<file path="config.mk">
export PLATFORM = sky130hd
export DESIGN_NAME = credit_fifo
export DESIGN_NICKNAME = d
export VERILOG_FILES = /design/src/rtl/credit_fifo_pkg.sv /design/src/rtl/credit_fifo_mem.sv /design/src/rtl/credit_fifo.sv
export SDC_FILE = /design/constraint.sdc
export NUM_CORES = 1
export LEC_CHECK = 0
export CAP_MARGIN = 20
export CORE_UTILIZATION = 50
export DETAILED_ROUTE_END_ITERATION = 8
export HOLD_SLACK_MARGIN = 0.12
export PLACE_DENSITY = 0.75
export SLEW_MARGIN = 20
export SYNTH_ARGS = -nofsm -noshare
export SYNTH_HDL_FRONTEND = slang
export SYNTH_SLANG_ARGS = --single-unit
export TNS_END_PERCENT = 100
</file>
<file path="constraint.sdc">
create_clock -name clk -period 3.9 [get_ports clk]
set_clock_uncertainty 0.15 [all_clocks]
set_input_delay 1.17 -clock clk [delete_from_list [all_inputs] [get_ports clk]]
set_output_delay 1.17 -clock clk [all_outputs]
set_load 0.01 [all_outputs]
</file>
<file path="src/rtl/credit_fifo_pkg.sv">
// Shared sizing helpers for the credit-based elastic buffer.
package credit_fifo_pkg;

    // Pointer width: indexes DEPTH entries and wraps naturally.
    function automatic int ptr_w(input int depth);
        return $clog2(depth);
    endfunction

    // Counter width: must represent 0..DEPTH inclusive.
    function automatic int cnt_w(input int depth);
        return $clog2(depth + 1);
    endfunction

    // Legal depth: power of two and at least 2.
    function automatic bit depth_ok(input int depth);
        return (depth >= 2) && ((depth & (depth - 1)) == 0);
    endfunction

endpackage

</file>
<file path="src/rtl/credit_fifo_mem.sv">
// Register-array storage: synchronous write, asynchronous read.
module fifo_mem
    import credit_fifo_pkg::*;
#(
    parameter int DW    = 8,
    parameter int DEPTH = 8
) (
    input  logic                    clk,
    input  logic                    we,
    input  logic [ptr_w(DEPTH)-1:0] waddr,
    input  logic [DW-1:0]           wdata,
    input  logic [ptr_w(DEPTH)-1:0] raddr,
    output logic [DW-1:0]           rdata
);

    logic [DW-1:0] mem [DEPTH];

    // Write port; storage carries no reset because occupancy gates its use.
    always_ff @(posedge clk) begin
        if (we) begin
            mem[waddr] <= wdata;
        end
    end

    assign rdata = mem[raddr];

endmodule

</file>
<file path="src/rtl/credit_fifo.sv">
// Elastic buffer behind a fixed-latency chain, with upstream credit return.
module credit_fifo
    import credit_fifo_pkg::*;
#(
    parameter int DW    = 8,
    parameter int DEPTH = 8
) (
    input  logic                    clk,
    input  logic                    rst,
    input  logic                    launch,
    output logic                    credit_ok,
    input  logic                    in_valid,
    input  logic [DW-1:0]           in_data,
    output logic                    out_valid,
    input  logic                    out_ready,
    output logic [DW-1:0]           out_data,
    output logic [cnt_w(DEPTH)-1:0] count,
    output logic                    overflow,
    output logic                    underflow
);

    localparam int PW = ptr_w(DEPTH);
    localparam int CW = cnt_w(DEPTH);
    localparam logic [CW-1:0] FULL = CW'(DEPTH);

    if (!depth_ok(DEPTH)) begin : g_bad_depth
        $error("credit_fifo: DEPTH must be a power of two and >= 2");
    end

    logic [CW-1:0] credits, credits_nxt;
    logic [CW-1:0] count_q, count_nxt;
    logic [PW-1:0] wr_ptr, rd_ptr;
    logic          overflow_q, underflow_q;
    logic          pop, push, full, wr_en;
    logic          ovf_evt, unf_evt;

    assign out_valid = (count_q != '0);
    assign pop       = out_valid & out_ready;
    assign push      = in_valid;
    assign full      = (count_q == FULL);
    // At full, a push is only accepted when the head leaves in the same cycle.
    assign wr_en     = push & (~full | pop);
    assign ovf_evt   = push & full & ~pop;
    // A launch paired with a pop trades the returned credit directly, so it
    // is only an error when no credit is available and none comes back.
    assign unf_evt   = launch & ~pop & (credits == '0);

    // Next credit value; held inside 0..DEPTH.
    always_comb begin
        credits_nxt = credits;
        if (launch && !pop) begin
            if (credits != '0) begin
                credits_nxt = credits - CW'(1);
            end
        end else if (pop && !launch) begin
            if (credits != FULL) begin
                credits_nxt = credits + CW'(1);
            end
        end
    end

    // Next occupancy: writes and reads cancel, dropped writes do not count.
    always_comb begin
        count_nxt = count_q;
        if (wr_en && !pop) begin
            count_nxt = count_q + CW'(1);
        end else if (pop && !wr_en) begin
            count_nxt = count_q - CW'(1);
        end
    end

    // State update: credits, pointers, occupancy and sticky error flags.
    always_ff @(posedge clk) begin
        if (rst) begin
            credits     <= FULL;
            count_q     <= '0;
            wr_ptr      <= '0;
            rd_ptr      <= '0;
            overflow_q  <= 1'b0;
            underflow_q <= 1'b0;
        end else begin
            credits <= credits_nxt;
            count_q <= count_nxt;
            if (wr_en) begin
                wr_ptr <= wr_ptr + PW'(1);
            end
            if (pop) begin
                rd_ptr <= rd_ptr + PW'(1);
            end
            if (ovf_evt) begin
                overflow_q <= 1'b1;
            end
            if (unf_evt) begin
                underflow_q <= 1'b1;
            end
        end
    end

    fifo_mem #(
        .DW    (DW),
        .DEPTH (DEPTH)
    ) u_mem (
        .clk   (clk),
        .we    (wr_en),
        .waddr (wr_ptr),
        .wdata (in_data),
        .raddr (rd_ptr),
        .rdata (out_data)
    );

    assign credit_ok = (credits != '0);
    assign count     = count_q;
    assign overflow  = overflow_q;
    assign underflow = underflow_q;

endmodule

</file>
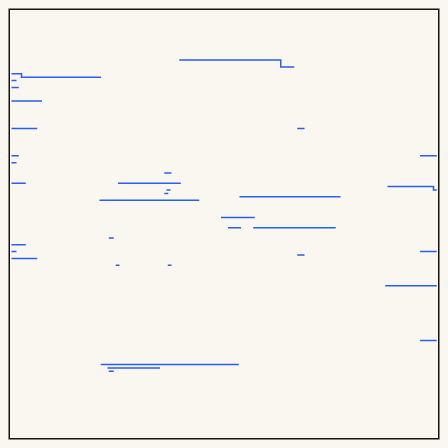
**Above:** run 1 (the metal 3 layer).
- main direction: horizontal
- nets with wire on the layer: 24
- share of all routed wire: 3.8%

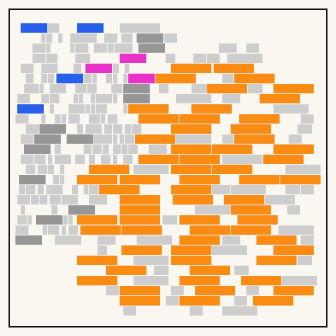
**Above:** run 1 (sequential cells grouped by signal name).
Other sequential cells in the stronger gray, the rest of the logic in the fainter gray.
- `u_mem.mem`: orange (sequential cells 64)
- `count`: blue (sequential cells 4; where north-west)
- `rd_ptr`: magenta (sequential cells 3)
Seq/total area: 0.564
Flop area: 2300 um^2
sequential cell power: 1.09 mW

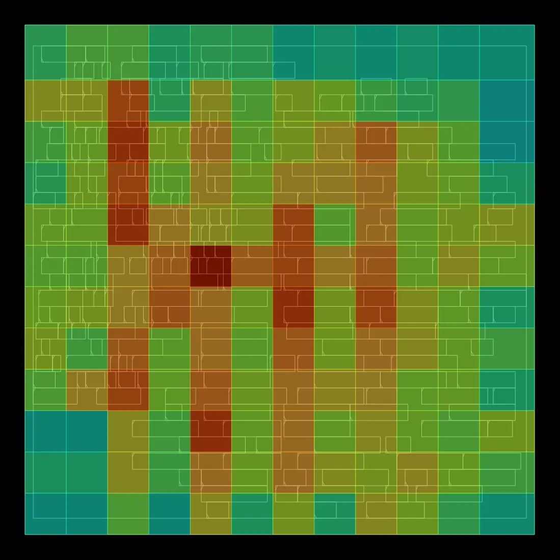
**Above:** run 1 (track usage over the die).
Tot GR Track Use: 0.180
met1 usage: 0.223
GRT Max-Usage Layer: met2

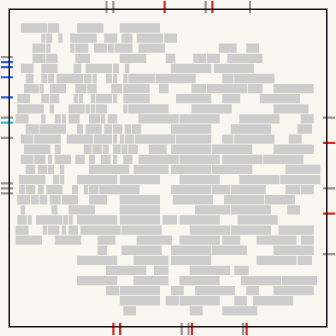
**Above:** run 1 (ports around the boundary).
Pins as bars across the die edge, other pins in gray.
- `in_data`: red (pins 8; direction input; edge 4 south, 2 north, 2 east)
- `count`: blue (pins 4; direction output; edge west)
- `overflow`: cyan (pins 1; direction output; edge west)
Buffers on Ports: 28
die y size: 85.1 um
Die X: 85.1 um

run 1: registers in the layout (all words and copies together) (netlist names), named ones only:
| register | flops |
|---|---|
| overflow | 1 |
| underflow | 1 |
| count | 4 |
| rd_ptr | 3 |
| u_mem.mem | 64 |
| wr_ptr | 3 |
| credits | 4 |
run 1: layout make-up:
cell class / instances / area (um^2) / area share
Inverter: 6 / 22.5 / 0.00552
Multi-Input combinational cell: 109 / 1070 / 0.263
Tap cell: 77 / 96.3 / 0.0236
Timing Repair Buffer: 39 / 363 / 0.0889
Clock inverter: 7 / 101 / 0.0248
Clock buffer: 9 / 124 / 0.0303
Sequential cell: 83 / 2300 / 0.564
==> out/metrics.csv, run 1 <==
stage;metric;value;unit
status;status;finished, final reports clean;
yosys;logic_family;multiplexers;
yosys;syn-mean-instance-area;16.8;um^2
clock_tree;cts_resized;0;
critical_path;critical_path_cell_count;4;
timing;finalWorstSetupSlack;0.281;ns
floorplan;fp_util;0.531;
critical_path;r2r_slack;1.08;ns
power_and_ir_drop;p_sw;0.704;mW
timing;rsz0062_at_grt;false;
global_routing;met3_usage;0.0389;
critical_path;r2r_start;count[0];
worst_hold_path;hold_start;overflow;
yosys;mux_share;0.153;
finish;finalNonFillerCells;330;
finish;antennaDiodeCount;0;
yosys;yosysMostFrequentCell;edfxtp_1;
yosys;synth_top_area_share;0.557;
clock_tree;path_clk_slew;0.09;ns
clock_tree;cts_hold_buf;0;
critical_path;crit_family;multiplexers;
timing;finalMaxSlewViolations;0;
detailed_routing;drtIter0Drc;129;
critical_path;crit_end;out_data[6];
timing;min_period_over_period;0.928;
yosys;ys_cells;206;
power_and_ir_drop;pwr-share-seq;0.434;
critical_path;rr_worst_depth;9;
detailed_routing;drc_errors;0;
detailed_routing;vias_per_cell;5.57;
timing;worstMarginPinSlew;0.621;ns
finish;layout_top_cell;edfxtp_1;
yosys;ys_sh_aoi;0.0304;
detailed_routing;m1WireLength;2.57;mm
power_and_ir_drop;leakage;1.42;nW
clock_tree;clockBufferDepth;2;
placed_design;dp_cells;314;
critical_path;crit_path_end_kind;output port;
detailed_routing;wl_met2;2.84;mm
placed_design;gp_congestion;0.716;
detailed_routing;wl_met3;215;um
finish;area_delta_synth_final;18.2;%
clock_tree;cts_sinks;83;
yosys;synthCells;206;
yosys;ys_seq_frac;0.667;
worst_hold_path;holdPathStages;2;
detailed_routing;vias;1838;
power_and_ir_drop;p_clk_frac;0.267;
timing;fin_hold_ws;0.337;ns
power_and_ir_drop;comb_power_share;0.299;
clock_tree;cts_root_buf;clkbuf_8;
power_and_ir_drop;powerComb;0.755;mW
yosys;ys_sh_simple;0.0638;
yosys;synth_flops;83;
global_routing;overflow;0;
finish;fin_area;4080;um^2
critical_path;critPathMaxFanout;16;
critical_path;path_buffers;2;
detailed_routing;top_layer;met4;
global_routing;grt_max_degree;18;
yosys;ys_dominant_reg_cell;edfxtp_1;
power_and_ir_drop;swShare;0.279;
yosys;largest_area_cell;edfxtp_1;
timing;fin_crit;3.62;ns
critical_path;slowest_stage;mux4_1;
job;drv_cap;0;
critical_path;crit_path_start_kind;flop;
--- run 2 (diff from run 1) ---
--- a/config.mk
+++ b/config.mk
@@ -5,11 +5,13 @@
 export SDC_FILE = /design/constraint.sdc
 export NUM_CORES = 1
 export LEC_CHECK = 0
+export ABC_AREA = 1
 export CAP_MARGIN = 20
 export CORE_UTILIZATION = 50
 export DETAILED_ROUTE_END_ITERATION = 8
+export GPL_TIMING_DRIVEN = 0
 export HOLD_SLACK_MARGIN = 0.12
-export PLACE_DENSITY = 0.75
+export PLACE_DENSITY = 0.7
 export SLEW_MARGIN = 20
 export SYNTH_ARGS = -nofsm -noshare
 export SYNTH_HDL_FRONTEND = slang
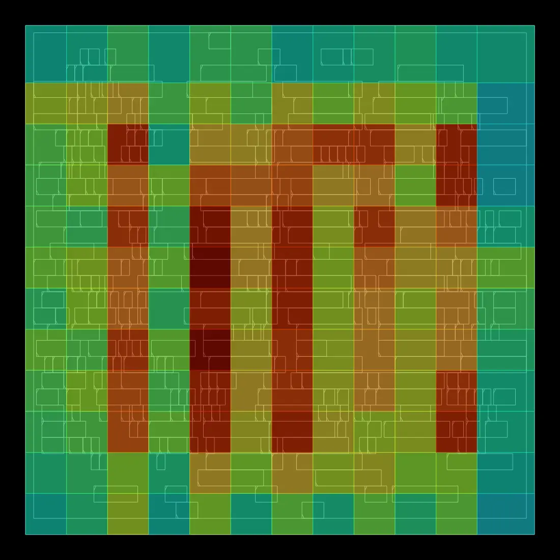
**Above:** run 2 (track usage over the die).
Tot GR Track Use: 0.206
met2 Track Usage GR: 0.365
met3 Usage GRT: 0.0606

==> out/metrics.csv, run 2 <==
stage;metric;value;unit;change
finish;fin_area;4060;um^2;-0.46%
power_and_ir_drop;powerComb;0.985;mW;+30%
yosys;synthCells;322;;+56%
power_and_ir_drop;pwr-share-seq;0.414;;-0.020
global_routing;overflow;0;;unchanged
critical_path;rr_worst_depth;13;;+4
finish;largest_register;u_mem.mem;;
power_and_ir_drop;p_int;1.76;mW;
clock_tree;htree_levels;3;;
yosys;yosysUniqueCellTypes;25;;
finish;layout_top_cell;edfxtp_1;;
floorplan;die_h;85.5;um;+0.53%
yosys;syn-mean-instance-area;10.8;um^2;-35%
timing;rsz0062_at_grt;false;;
placed_design;io_buffers;28;;unchanged
power_and_ir_drop;power_leader;sequential cells;;
yosys;synth_flops;83;;unchanged
yosys;yosysMostFrequentCell;edfxtp_1;;
timing;fin_hold_ws;0.317;ns;-0.0191 ns
critical_path;r2r_slack;1.63;ns;+0.55 ns
power_and_ir_drop;p_sw;0.944;mW;+34%
floorplan;die_width;85.5;um;+0.53%
clock_tree;cts_root_buf;clkbuf_8;;
yosys;ys_sh_aoi;0.0954;;+0.0649
power_and_ir_drop;leakage;1.55;nW;+9.5%
timing;finalWorstSetupSlack;0.388;ns;+0.108 ns
yosys;synth_top_area_share;0.551;;-0.00599
yosys;ys_seq_frac;0.660;;-0.00717
finish;antennaDiodeCount;0;;unchanged
detailed_routing;drc_errors;0;;unchanged
status;status;finished, final reports clean;;
floorplan;fp_util;0.516;;-0.0150
critical_path;crit_family;buffers and inverters;;
clock_tree;cts_sinks;83;;unchanged
yosys;mux_share;0;;-0.153
job;warnings;26;;
finish;area_delta_synth_final;16.4;%;
detailed_routing;drtIter0Drc;205;;+59%
clock_tree;cts_resized;0;;unchanged
worst_hold_path;hold_end;underflow;;
yosys;synth-edff-count;64;;
detailed_routing;vias_per_cell;5.45;;-2.2%
critical_path;critPathMaxFanout;9;;-7
floorplan;core;6760;um^2;
yosys;ys_sh_simple;0.151;;+0.0872
floorplan;chip_area;7320;um^2;
critical_path;slowest_stage;clkdlybuf4s50_1;;
timing;worstMarginPinSlew;0.993;ns;+0.373 ns
timing;fin_crit;3.51;ns;-0.108 ns
critical_path;r2r_start;count[0];;
yosys;xor_share;0.0151;;
timing;fmax;285;MHz;
power_and_ir_drop;swShare;0.349;;+0.0700
job;drv_cap;0;;unchanged
clock_tree;clockBufferDepth;2;;unchanged
yosys;largest_area_cell;edfxtp_1;;
critical_path;cp_cell_sequence;clkbuf_1 -> inv_1 -> nand2_1 -> nand2_1 -> clkdlybuf4s50_1;;
finish;drive_gt1_frac;0.0956;;
power_and_ir_drop;power_density;665;nW/um^2;
finish;largest_reg_flops;64;;unchanged
detailed_routing;drtPass1Iterations;5;;
power_and_ir_drop;p_clk_frac;0.222;;-0.045
worst_hold_path;holdPathStages;1;;-1
timing;hold_viol_final;0;;
critical_path;path_buffers;3;;+1
clock_tree;cts_hold_buf;0;;unchanged
placed_design;gp_congestion;0.751;;+4.8%
critical_path;rr_endpoint;count[3];;
power_and_ir_drop;comb_power_share;0.364;;+0.065
detailed_routing;detail-route-antenna-nets;0;;
power_and_ir_drop;seq_cell_power;1.12;mW;about the same
timing;finalMaxSlewViolations;0;;unchanged
global_routing;grt_max_degree;15;;-3
yosys;ys_dominant_reg_cell;edfxtp_1;;
placed_design;dp_cells;430;;+37%
yosys;logic_family;simple AND/OR/NAND/NOR gates;;
yosys;ys_cells;322;;+56%
worst_hold_path;hold_start;underflow;;
yosys;top_cells_by_count;edfxtp_1, nor2_1, nand2_1, o21ai_1, dfxtp_1;;
critical_path;crit_path_start_kind;flop;;
timing;min_period_over_period;0.900;;-0.0276
detailed_routing;drt-total-wl;7.01;mm;
detailed_routing;vias;2429;;+32%
finish;post-route-util;0.601;;
clock_tree;path_clk_slew;0.07;ns;-0.02 ns
clock_tree;post_cts_buffers;0;;
critical_path;critical_path_cell_count;5;;+1
finish;layout_top_cells;edfxtp_1, nor2_1, nand2_1;;
critical_path;crit_path_end_kind;output port;;
finish;finalNonFillerCells;446;;+35%
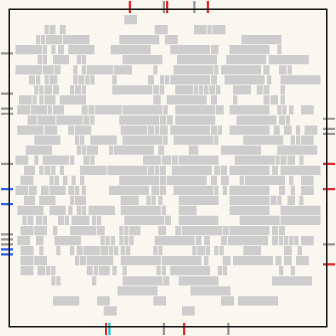
**Above:** run 2 (ports around the boundary).
Pins as bars across the die edge, other pins in gray.
- `overflow`: cyan (pins 1; direction output; edge south)
- `in_data`: red (pins 8; direction input; edge 3 east, 3 north, 2 south)
- `count`: blue (pins 4; direction output; edge west)

## run 2: final cells by class
type / count / area (um^2)
buffer: 9 / 48.8
clock buffer: 10 / 128
clock inverter: 6 / 65.1
fill: 572 / 2690
inverter: 23 / 86.3
multi-input combinational: 207 / 1050
sequential: 83 / 2300
tap: 80 / 100
timing repair buffer: 28 / 280
## run 2: worst max-delay path by stage
stage,end
after global routing,out_data[7]
after global placement,count[3]
after detailed placement,count[3]
after floorplan,count[3]
final,out_data[6]
after CTS,out_data[7]
## run 2: metal layers
metal	vias to the layer above	GRT usage	share of wire
li1	1182	-	-
met1	1145	0.238	0.41
met3	8	0.0606	0.063
met5	-	0	0
met4	0	0.0712	0.012
met2	94	0.365	0.51
Power and IR drop assume default switching activity.
